===== src/rtl/uart_recv_pkg.sv =====
// Shared 8N1 line-format constants and receiver FSM state encoding.
// The same frame definitions are meant to be reused by uart_send.
package uart_recv_pkg;

    localparam int unsigned UART_DATA_BITS = 8;
    localparam int unsigned BIT_IDX_W      = $clog2(UART_DATA_BITS);

    typedef enum logic [2:0] {
        ST_IDLE  = 3'd0,
        ST_START = 3'd1,
        ST_DATA  = 3'd2,
        ST_STOP  = 3'd3,
        ST_BREAK = 3'd4
    } rx_state_t;

    // Mid-bit offset used to centre sampling on each bit.
    function automatic int unsigned half_period(input int unsigned clks_per_bit);
        return clks_per_bit / 2;
    endfunction

endpackage


===== src/rtl/uart_sync.sv =====
// Two-flop synchroniser for an asynchronous single-bit input.
// Reset value is a parameter so idle-high and idle-low lines can both use it.
module uart_sync #(
    parameter logic RST_VAL = 1'b1
) (
    input  logic clk,
    input  logic rst,
    input  logic i_async,
    output logic o_sync
);

    logic [1:0] r_ff;

    always_ff @(posedge clk) begin
        if (rst) begin
            r_ff <= {2{RST_VAL}};
        end else begin
            r_ff <= {r_ff[0], i_async};
        end
    end

    assign o_sync = r_ff[1];

endmodule


===== src/rtl/uart_recv.sv =====
// 8N1 UART receiver: synchronises the RX pin, centres on each bit with a period
// counter and strobes valid (good stop bit) or frame_err (stop bit low).
module uart_recv
    import uart_recv_pkg::*;
#(
    parameter int unsigned CLKS_PER_BIT = 868
) (
    input  logic                      clk,
    input  logic                      rst,
    input  logic                      signal,
    output logic [UART_DATA_BITS-1:0] character,
    output logic                      valid,
    output logic                      frame_err,
    output logic                      busy
);

    localparam int unsigned CNT_W = $clog2(CLKS_PER_BIT);
    localparam int unsigned HALF  = half_period(CLKS_PER_BIT);

    localparam logic [CNT_W-1:0]     HALF_M1  = CNT_W'(HALF - 1);
    localparam logic [CNT_W-1:0]     FULL_M1  = CNT_W'(CLKS_PER_BIT - 1);
    localparam logic [BIT_IDX_W-1:0] LAST_BIT = BIT_IDX_W'(UART_DATA_BITS - 1);

    if ((CLKS_PER_BIT < 4) || ((CLKS_PER_BIT % 2) != 0)) begin : g_param_check
        $error("uart_recv: CLKS_PER_BIT must be even and at least 4");
    end

    logic w_rx_s;

    rx_state_t                 r_state;
    logic [CNT_W-1:0]          r_cnt;
    logic [BIT_IDX_W-1:0]      r_bit_idx;
    logic [UART_DATA_BITS-1:0] r_shreg;
    logic [UART_DATA_BITS-1:0] r_character;
    logic                      r_valid;
    logic                      r_frame_err;
    logic                      r_busy;

    uart_sync #(
        .RST_VAL (1'b1)
    ) u_sync (
        .clk     (clk),
        .rst     (rst),
        .i_async (signal),
        .o_sync  (w_rx_s)
    );

    // Receiver FSM; busy is updated alongside every transition into or out of IDLE.
    always_ff @(posedge clk) begin
        if (rst) begin
            r_state     <= ST_IDLE;
            r_cnt       <= '0;
            r_bit_idx   <= '0;
            r_shreg     <= '0;
            r_character <= '0;
            r_valid     <= 1'b0;
            r_frame_err <= 1'b0;
            r_busy      <= 1'b0;
        end else begin
            r_valid     <= 1'b0;
            r_frame_err <= 1'b0;

            case (r_state)
                ST_IDLE: begin
                    if (!w_rx_s) begin
                        r_state <= ST_START;
                        r_cnt   <= '0;
                        r_busy  <= 1'b1;
                    end
                end

                ST_START: begin
                    if (r_cnt == HALF_M1) begin
                        r_cnt <= '0;
                        if (!w_rx_s) begin
                            r_state   <= ST_DATA;
                            r_bit_idx <= '0;
                        end else begin
                            r_state <= ST_IDLE;
                            r_busy  <= 1'b0;
                        end
                    end else begin
                        r_cnt <= r_cnt + CNT_W'(1);
                    end
                end

                ST_DATA: begin
                    if (r_cnt == FULL_M1) begin
                        r_cnt   <= '0;
                        r_shreg <= {w_rx_s, r_shreg[UART_DATA_BITS-1:1]};
                        if (r_bit_idx == LAST_BIT) begin
                            r_state <= ST_STOP;
                        end else begin
                            r_bit_idx <= r_bit_idx + BIT_IDX_W'(1);
                        end
                    end else begin
                        r_cnt <= r_cnt + CNT_W'(1);
                    end
                end

                ST_STOP: begin
                    if (r_cnt == FULL_M1) begin
                        r_cnt <= '0;
                        if (w_rx_s) begin
                            r_character <= r_shreg;
                            r_valid     <= 1'b1;
                            r_state     <= ST_IDLE;
                            r_busy      <= 1'b0;
                        end else begin
                            r_frame_err <= 1'b1;
                            r_state     <= ST_BREAK;
                        end
                    end else begin
                        r_cnt <= r_cnt + CNT_W'(1);
                    end
                end

                // A held-low line must return high before a new start edge counts.
                ST_BREAK: begin
                    if (w_rx_s) begin
                        r_state <= ST_IDLE;
                        r_busy  <= 1'b0;
                    end
                end

                default: begin
                    r_state <= ST_IDLE;
                    r_cnt   <= '0;
                    r_busy  <= 1'b0;
                end
            endcase
        end
    end

    assign character = r_character;
    assign valid     = r_valid;
    assign frame_err = r_frame_err;
    assign busy      = r_busy;

endmodule


===== config.mk =====
export PLATFORM = sky130hd
export DESIGN_NAME = uart_recv
export DESIGN_NICKNAME = d
export VERILOG_FILES = /design/src/rtl/uart_recv_pkg.sv /design/src/rtl/uart_sync.sv /design/src/rtl/uart_recv.sv
export SDC_FILE = /design/constraint.sdc
export NUM_CORES = 1
export LEC_CHECK = 0
export CAP_MARGIN = 0
export CORE_MARGIN = 8
export CORE_UTILIZATION = 30
export CTS_BUF_LIST = sky130_fd_sc_hd__clkbuf_8 sky130_fd_sc_hd__clkbuf_16
export CTS_CLUSTER_DIAMETER = 80
export CTS_CLUSTER_SIZE = 14
export DETAILED_ROUTE_END_ITERATION = 8
export PLACE_DENSITY = 0.44
export SETUP_SLACK_MARGIN = 0.1
export SYNTH_ARGS = -nofsm -noshare
export SYNTH_HDL_FRONTEND = slang
export SYNTH_SLANG_ARGS = --single-unit
export TNS_END_PERCENT = 100

===== constraint.sdc =====
create_clock -name clk -period 2.57 [get_ports clk]
set_clock_uncertainty 0.1 [all_clocks]
set_input_delay 0.771 -clock clk [delete_from_list [all_inputs] [get_ports clk]]
set_output_delay 0.771 -clock clk [all_outputs]
set_load 0.02 [all_outputs]

==> ci_impl_report.md <==
## PnR job results

| Metric | Value |
|---|---|
| Clock slew at reported path FFs | `0.08 ns` |
| Worst IR Drop VDD | `0.278 mV` |
| Placed insts | `269` |
| Comb area leader | `simple AND/OR/NAND/NOR gates` |
| Kind of critical path | `register to primary output` |
| TritonCTS clock tree | `yes` |
| Worst setup EP type | `primary output` |
| Synth area leader | `dfxtp_1` |
| Clock Tree Root | `clkbuf_8` |
| First-pass GRT wire length | `6510 microns` |
| Peak Freq | `0.476 GHz` |
| Post-CTS Repair Setup Buffers | `0` |
| WL per Instance | `13.5 microns` |
| Slowest-stage cell, CP | `clkdlybuf4s50_1` |
| Asr flop ratio synth | `0%` |
| Synth top cells by count | `37 x dfxtp_1, 26 x nor2_1, 21 x mux2i_1, 9 x nand2_1, 9 x nand2b_1` |
| Synth cell types | `47` |
| Synth top cell by count | `dfxtp_1` |
| Core Region | `5890 sq um` |
| Leakage | `0.000811 uW` |
| Synth Flop Type | `dfxtp_1` |
| Total gr overflow | `0` |
| H-Tree Depth | `2` |
| Logic area | `1010 sq um` |
| Vias per inst | `4.90` |
| Max Cap Violations | `0` |
| Area leader share | `40.8%` |
| Drt first pass iters | `4` |
| Die Size | `8800 sq um` |
| YS chip area | `1820 sq um` |
| GRT Total Usage | `9.27%` |
| Post-Syn Nets | `196` |
| Maximum root-to-sink buffer count | `2` |
| Top cells, area | `dfxtp_1 41%, mux2i_1 12%, nor2_1 5.4%` |
| Tool Warnings | `27` |
| Area delta synth->final | `18.0%` |
| Most numerous logic cells after layout | `37 x dfxtp_1, 26 x nor2_1, 21 x mux2i_1, 13 x clkdlybuf4s50_1` |
| Clock sink count | `37` |
| Complex Gates by Area | `14.5%` |
| CP arrival | `1.23 ns` |
| CP Max Fanout | `2` |
| Fill count | `616` |
| Final period util | `81.8%` |
| FF/Latch Area | `741 sq um` |
| Post-Syn Area | `1820 sq um` |
| Cts-stage hold buffer count | `0` |
| Max-slew violations | `0` |
| Maximum number of pins on one net before global-route repair | `33` |
| DPL Wire Length | `2700 microns` |
| Flops & latches, synth | `37` |
| Top cell excl fill/tap | `dfxtp_1` |
| Mapped Cells | `189` |
| Ant. Diodes | `0` |
| Bufs and invs on worst path | `1` |
| R2r worst-path depth | `6` |
| Slew HR | `65.7%` |
| Crit-path leading delay family | `buffers and inverters` |
| Seq/Total Area, Yosys | `40.8%` |
| Status | `finished clean` |
routing by layer:
metal,track usage (%),vias to the layer above,routed length [microns]
met5,0,-,0
met4,3.17,0,44
met3,3.36,4,128
met2,15.2,13,1750
met1,10.9,644,1810
li1,-,696,-
state kept, by name, summed over array words and instances (netlist names):
register	flops
r_cnt	10
character	8
r_shreg	8
r_bit_idx	3
r_state	3
u_sync.r_ff	2
busy	1
frame_err	1
valid	1
cell type report:
cell class	count	area share, %
multi-input cells	137	47.0
flip-flops and latches	37	34.6
repair buffers	15	6.77
well taps	75	4.38
clock buffers	5	3.21
clock inverters	3	3.21
inverters	5	0.876
through the flow:
stage	hold WS (ns)	utilization (%)	total power, uW	setup slack [ns]	area, sq um
detailed placement	0.306	34.1	661	0.320	2010
global placement	0.293	34.1	660	0.400	2010
floorplan	0.289	-	642	0.742	1820
global route	0.343	36.4	1320	0.320	2140
CTS	0.325	36.4	1270	0.442	2140
finish	0.320	36.4	1260	0.468	2140
where the power goes:
group	total (uW)	internal, uW	switching, uW
registers	586	578	7.85
logic	60.8	25.5	35.3
clock network	610	391	219
final timing paths:
kind	end	startpoint	slack (ns)
setup / recovery	character[0]	character[0]$_SDFFE_PP0P_	0.47
hold / removal	u_sync.r_ff[1]$_SDFF_PP1_	u_sync.r_ff[0]$_SDFF_PP1_	0.32
hold reg to reg	u_sync.r_ff[1]$_SDFF_PP1_	u_sync.r_ff[0]$_SDFF_PP1_	0.32
setup reg to reg	r_shreg[7]$_SDFFE_PP0P_	r_cnt[0]$_SDFFE_PP0P_	0.47
worst reg2reg max path, cell delays in order, from the launching register on:
cell and delay [ns]:
dfxtp_1 0.43, ha_1 0.28, and4bb_4 0.29, nand4_4 0.13, nor3_4 0.44, mux2i_1 0.26
nor2_1 0.05
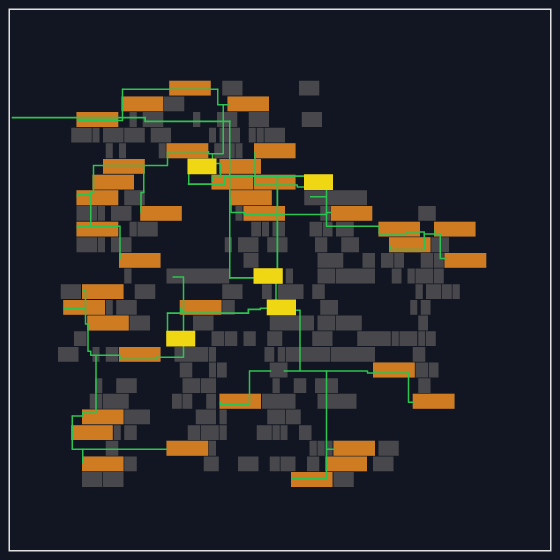
(images/clock_map.png)
Key: yellow = cells driving clock nets [count 5]; orange = flip-flops [count 37]; green = clock wires [length 515 microns]
There are 6 routed clock nets.
Clk pwr share: 48.5%
clock distribution power: 610 uW
Late-Pin Clk Latency: 0.29 ns

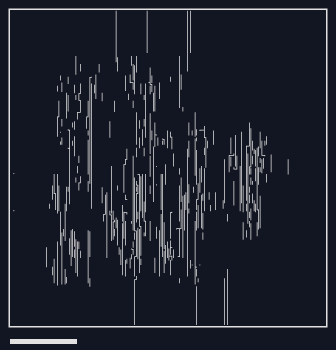
(images/met2.png)
The bar under the picture is 20 microns long.
176 nets have wire on it. The layer carries 1,750 microns of wire. The longest straight run is 37.7 microns.
met2 Track Usage GR: 15.2%
via count: 1,357
total wire length: 3730 microns

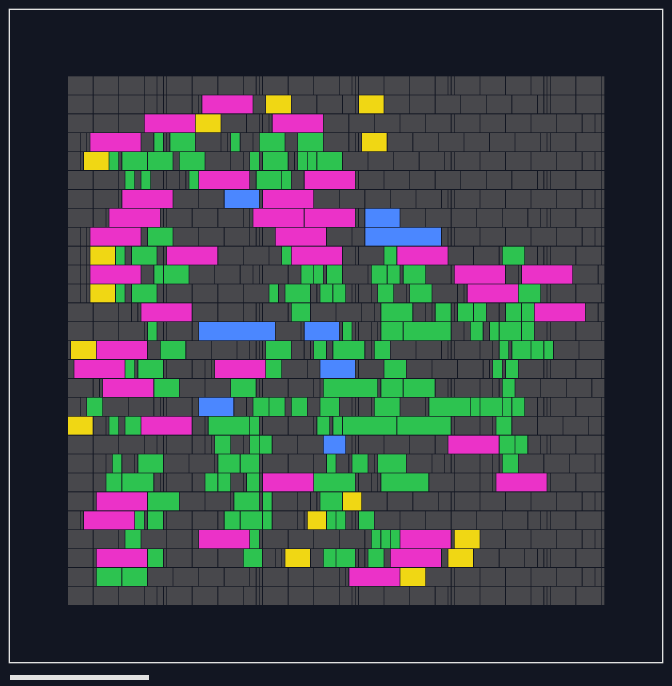
(images/cell_classes.png)
The bar under the picture is 20 microns long. Fill, decap, tap and diode cells in grey.
Key: yellow = other buffers and delay cells [cells 15, share of their area 7.1%]; blue = clock drivers and dummy loads [cells 8, share of their area 6.7%]; green = all other logic [cells 142, share of their area 50%]; magenta = flip-flops [cells 37, share of their area 36%]
Seq area share: 34.6%
row cnt: 28

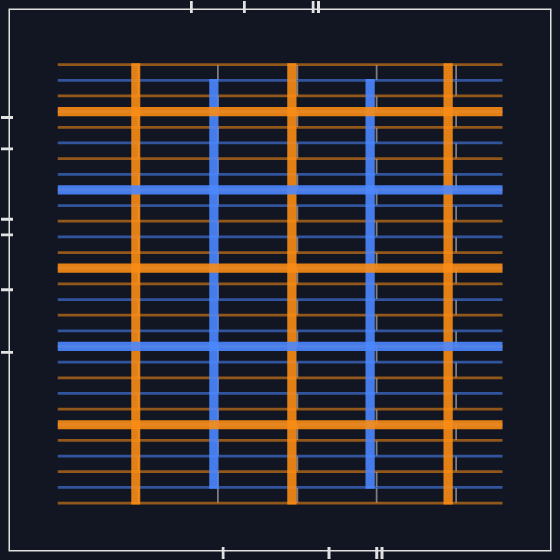
(images/pdn.png)
Pins as bars on the die edge. Tap cells in grey.
Key: orange = VSS; blue = VDD
The core has 28 rows. 29 met1 rails follow the rows. 5 straps on met5. 5 straps on met4. 14 signal pins sit on the boundary.
DIE HEIGHT: 93.8 microns
die width: 93.8 microns

Power and IR drop assume default switching activity.
